Wiring by layer:
(6 px per um) Two of the layers only.
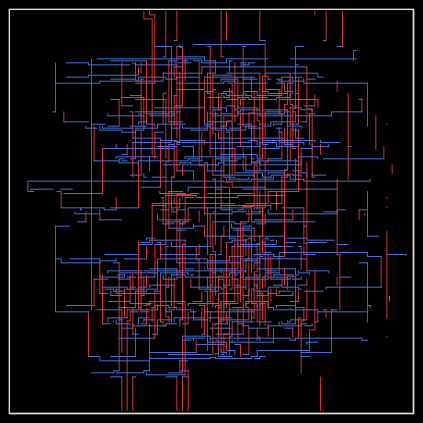
Where the registers sit:
(8 px per um) Other sequential cells in the stronger grey, the rest of the logic in the fainter grey.
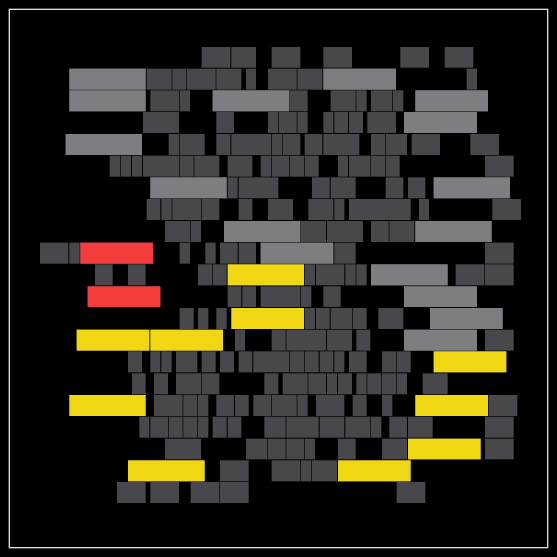
Cell classes on the final placement:
(4 px per um)
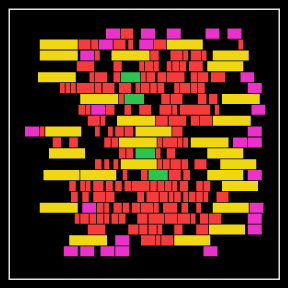
Metal 3:
(6 px per um)
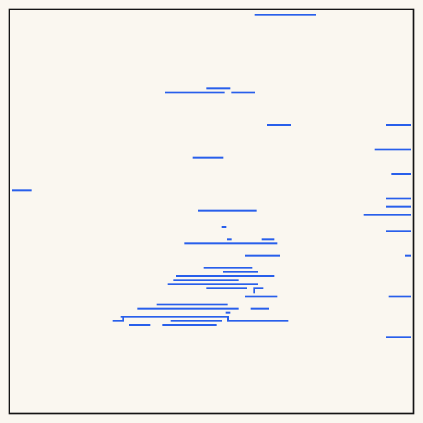
Cell placement:
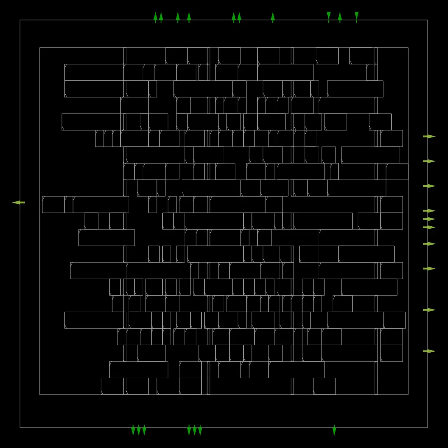
### config.mk
export PLATFORM = sky130hd
export DESIGN_NAME = vga_scan_generator
export DESIGN_NICKNAME = d
export VERILOG_FILES = /design/src/rtl/vga_scan_generator.sv
export SDC_FILE = /design/constraint.sdc
export NUM_CORES = 1
export LEC_CHECK = 0
export CORE_MARGIN = 3
export CORE_UTILIZATION = 48
export CTS_BUF_LIST = sky130_fd_sc_hd__clkbuf_4 sky130_fd_sc_hd__clkbuf_8 sky130_fd_sc_hd__clkbuf_16
export CTS_CLUSTER_SIZE = 25
export DETAILED_ROUTE_END_ITERATION = 8
export PLACE_DENSITY = 0.81
export SLEW_MARGIN = 20
export SYNTH_ARGS = -nofsm -noshare
export SYNTH_HDL_FRONTEND = slang
export SYNTH_SLANG_ARGS = --single-unit
### constraint.sdc
create_clock -name clk -period 5.4 [get_ports clk]
set_input_delay 1.08 -clock clk [delete_from_list [all_inputs] [get_ports clk]]
set_output_delay 1.08 -clock clk [all_outputs]
set_load 0.03 [all_outputs]
### src/rtl/vga_scan_generator.sv
// 640x480@60 Hz raster scan generator: prescaled pixel counters with registered
// sync/blanking decode so every output changes on the same edge as xpix/ypix.
module vga_scan_generator #(
  parameter int CLK_DIV   = 2,
  parameter int H_VISIBLE = 640,
  parameter int H_FRONT   = 16,
  parameter int H_SYNC    = 96,
  parameter int H_BACK    = 48,
  parameter int V_VISIBLE = 480,
  parameter int V_FRONT   = 10,
  parameter int V_SYNC    = 2,
  parameter int V_BACK    = 33
) (
  input  logic       clk,
  input  logic       reset,
  output logic [9:0] xpix,
  output logic [9:0] ypix,
  output logic       hsync,
  output logic       vsync,
  output logic       video_on,
  output logic       pix_tick,
  output logic       line_start,
  output logic       frame_start
);

  localparam logic [9:0] H_LAST   = 10'(H_VISIBLE + H_FRONT + H_SYNC + H_BACK - 1);
  localparam logic [9:0] V_LAST   = 10'(V_VISIBLE + V_FRONT + V_SYNC + V_BACK - 1);
  localparam logic [9:0] H_VIS    = 10'(H_VISIBLE);
  localparam logic [9:0] V_VIS    = 10'(V_VISIBLE);
  localparam logic [9:0] HS_START = 10'(H_VISIBLE + H_FRONT);
  localparam logic [9:0] HS_END   = 10'(H_VISIBLE + H_FRONT + H_SYNC);
  localparam logic [9:0] VS_START = 10'(V_VISIBLE + V_FRONT);
  localparam logic [9:0] VS_END   = 10'(V_VISIBLE + V_FRONT + V_SYNC);
  localparam logic [1:0] DIV_LAST = 2'(CLK_DIV - 1);

  logic [1:0] div_cnt;
  logic       adv;
  logic [9:0] x_nxt;
  logic [9:0] y_nxt;

  // With CLK_DIV = 1 DIV_LAST is 0, so adv stays high every cycle.
  assign adv = (div_cnt == DIV_LAST);

  always_comb begin
    x_nxt = xpix + 10'd1;
    y_nxt = ypix;
    if (xpix == H_LAST) begin
      x_nxt = '0;
      y_nxt = (ypix == V_LAST) ? '0 : ypix + 10'd1;
    end
  end

  // Reset parks the counters on the last pixel so the first advance lands on
  // (0, 0) and the first frame is complete.
  always_ff @(posedge clk or posedge reset) begin
    if (reset) begin
      div_cnt     <= '0;
      xpix        <= H_LAST;
      ypix        <= V_LAST;
      hsync       <= 1'b1;
      vsync       <= 1'b1;
      video_on    <= 1'b0;
      pix_tick    <= 1'b0;
      line_start  <= 1'b0;
      frame_start <= 1'b0;
    end else begin
      div_cnt     <= adv ? 2'd0 : div_cnt + 2'd1;
      pix_tick    <= adv;
      line_start  <= adv && (x_nxt == 10'd0);
      frame_start <= adv && (x_nxt == 10'd0) && (y_nxt == 10'd0);
      if (adv) begin
        xpix     <= x_nxt;
        ypix     <= y_nxt;
        hsync    <= !((x_nxt >= HS_START) && (x_nxt < HS_END));
        vsync    <= !((y_nxt >= VS_START) && (y_nxt < VS_END));
        video_on <= (x_nxt < H_VIS) && (y_nxt < V_VIS);
      end
    end
  end

endmodule

==> notes.md <==
Status of the implementation.

- The wire length recorded after detailed routing is 3.94 mm.
- The number of diodes added for antenna fixing is 0, for reference.
- The core utilization at floorplan is 51.7%, for reference.
- The initial antenna violation count is 0, for reference.
- The highest metal layer with signal wires is met4, for reference.
- The length in cells of the worst reg-to-reg path is 7, for reference.
- The final layout contains 226 nets.
- The worst clock skew is 0.00312 ns, for reference.
- STA classifies the critical path endpoint as a primary output.
- Per the gpl log, the routability congestion estimate is 0.912.
- The number of max-slew violations in the final report is 0, for reference.
- The startpoint type of the worst setup path is a register, for reference.
- The share of synthesized area occupied by flip-flops and latches is 39.9%, for reference.
- In this run the VDD rail shows a maximum IR drop of 0.0855 mV.
- The type of the setup path with the least slack is register to primary output, for reference.
- The transition time recorded at the tightest slew-check pin is 0.573 ns.
- The ratio of routed vias to standard cells is 5.85, for reference.
- The count of final setup violators is 0, for reference.
- The count of buffers added on input and output ports is 27.
- Buffers inserted to repair hold after CTS numbered 0.
- Counting flops and latches in the post-synthesis netlist gives 28.
- After the first detailed-routing iteration, the DRC count stood at 230.
- Counting the buffers created by CTS gives 3.
- The buffering stage count on the worst path with inverters included is 1, for reference.
- The chip area from the yosys synthesis statistics is 1790 um2, for reference.
- After detailed routing, the met2 layer carries 1.72 mm of wire.
- The endpoint of the most critical register-to-register path is video_on, for reference.
- The antenna violation net count after detailed routing is 0, for reference.
- Per the synth stats, the proportion of register bits with asynchronous set or reset is 100%.
- The number of global-route vias before repair was 1415.
- In the synthesized netlist the dominant register cell turns out to be dfrtp_1.
- Once the clock tree was built, the setup fixing pass inserted 0 buffers.
- The logs give a warning total of 28.
- The post-route clock period utilization is 50.6%, for reference.
- The yosys stat cell total is 205, for reference.
- The worst hold path belongs to the class register to register.
- The script extracted a total leakage power of 0.793 nW.
- The critical path required time is 4.32 ns, for reference.
- The clock slew seen by the registers of the worst setup and hold paths is 0.10 ns, for reference.
- The H-tree depth is 1, for reference.
- The total count of hold-check failures in the final report is 0, for reference.
- The height of the die is 67.1 um, for reference.
- Across all checked pins, the minimum headroom to the slew limit is 61.8%.
- The pre-CTS setup slack is 2.77 ns, for reference.
- The detailed-routing wirelength on met1 is 1.90 mm, for reference.
- The fraction of layout cells with a size suffix above 1 is 9.59%, for reference.
- The power density over the cells is 167 nW/um2, for reference.
- The pre-antenna-repair detailed-routing pass consisted of 4 iterations.
- The number of cells traversed by the worst hold path is 1, for reference.
- The count of instances resized after the clock tree is built is 0, for reference.
- The run finished with clean final reports.
- In this run the most critical hold path is launched from div_cnt[0].
- Entering global routing, the biggest net connects 29 pins.
- TritonCTS built the clock tree.
- Yosys printed 0 warnings.
- The first-pass GRT wire length is 6.93 mm, for reference.
- The HPWL reported at the end of detailed placement is 2.80 mm, for reference.
- The final timing report gives a worst setup slack of 2.67 ns.
- Before any placement, the netlist area is recorded as 1790 um2.
- The number of flops mapped to enable cells by yosys is 0, for reference.
- The chip occupies 4500 um2.
- The highest-count logic cell in the final layout is clkdlybuf4s50_1, for reference.
- The cell count after synthesis came out at 205.
## Picture notes: 'wiring by layer'
Key: blue = metal 1 [wire length 1900 um]; red = metal 2 [wire length 1720 um]
Avg WL per Cell: 14.8 um
count of vias placed by the detailed router: 1549
global-route usage over all layers: 19.8%

## Picture notes: 'where the registers sit'
Key: red = div_cnt [placed flops 2]; yellow = ypix [placed flops 10]
Another 16 sequential cells are not coloured.

## Picture notes: 'cell classes on the final placement'
Key: yellow = sequential cells [cells 28, share of their area 35%]; magenta = remaining buffers and delay cells [cells 27, share of their area 13%]; green = clock drivers and dummy loads [cells 4, share of their area 2.7%]; red = combinational and other logic [cells 160, share of their area 49%]
count of standard-cell rows: 21
floorplan core area: 3470 um2
final standard cell area without fillers: 2080 um2
flop share of the area: 34.4%
final standard cell utilization of the core: 60.0%

## Picture notes: 'metal 3'
The wires run mostly horizontal. 34 nets have wire on it. The longest straight run is 17.7 um. The layer carries 261 um of wire. The layer holds 6.6% of the routed length.

## Picture notes: 'cell placement'
final sequential cell count: 28
tap cells: 46
count of placed standard cells in the final layout, fillers left out: 265
Filler cells: 292

## area by class of cell
class | instances | area [um2]
timing repair buffer | 27 | 270
sequential | 28 | 716
inverter | 6 | 22.5
clock buffer | 4 | 55.1
tap | 46 | 57.6
fill | 292 | 1390
multi-input combinational | 154 | 961
## synthesized netlist by cell type (2+ instances only)
cell      count  area [um2]
nand2_1      22        82.6
o21ai_0      18        90.1
nor2_1       17        63.8
dfrtp_1      16         400
nand3_1      13        65.1
dfstp_2      12         315
xnor2_1       9        78.8
clkbuf_1      7        26.3
a21oi_1       6        30.0
nand4_1       6        37.5
a31oi_1       5        31.3
and3_1        5        31.3
and4_1        5        43.8
buf_2         5        25.0
inv_1         5        18.8
nor3_1        5        25.0
ha_1          4        50.1
xor2_1        4        35.0
and2_1        3        18.8
o31ai_1       3        22.5
a211oi_1      2        15.0
buf_4         2        15.0
buf_6         2        22.5
nand2b_1      2        12.5
o211a_1       2        20.0
or3_1         2        12.5
## metrics by stage
stage / power (W) / hold slack [ns] / area [um2]
floorplan: 0.000217 / 0.417 / 1790
global placement: 0.000219 / 0.436 / 2030
detailed placement: 0.000219 / 0.443 / 2030
CTS: 0.000349 / 0.457 / 2080
global route: 0.000359 / 0.487 / 2080
finish: 0.000348 / 0.448 / 2080
## report_power, final
group          internal, W    total, W  switching, W
combinational  0.000000700  0.00000467    0.00000396
sequential        0.000210    0.000210             0
clock            0.0000654    0.000133     0.0000680
total             0.000276    0.000348     0.0000720
## layer usage
layer | track usage, % | vias up
met2 | 28.8 | 65
met1 | 30.3 | 707
met4 | 6.58 | 0
met3 | 2.02 | 6
li1 | - | 771
met5 | 0 | -
## logic make-up (layout without fill, tap and decap cells)
logic type	Yosys count	after routing	synth area share [%]
XOR/XNOR	13	13	6.35
multiplexers	1	1	0.558
flip-flops	28	28	39.9
AND/OR/NAND/NOR	87	87	26.0
AND-OR/OR-AND	49	49	17.9
adder cells (fa/ha/maj)	4	4	2.79
buffers and inverters	23	37	6.49
## how the worst max path moves through the flow
stage | from | endpoint | slack [ns] | cells past startpoint
global route | xpix[0] | video_on | 2.46 | 7
CTS | ypix[3] | ypix[3] | 2.67 | 1
detailed placement | xpix[0] | video_on | 2.77 | 7
floorplan | xpix[0] | video_on | 3.03 | 8
finish | ypix[3] | ypix[3] | 2.67 | 1
global placement | xpix[0] | video_on | 2.89 | 7
## state kept, by name, indices dropped and copies added, names as in the netlist
name / cells
frame_start: 1
pix_tick: 1
video_on: 1
vsync: 1
ypix: 10
hsync: 1
line_start: 1
div_cnt: 2
xpix: 10
Power figures rest on the tool's default switching activity, not on a simulated workload.
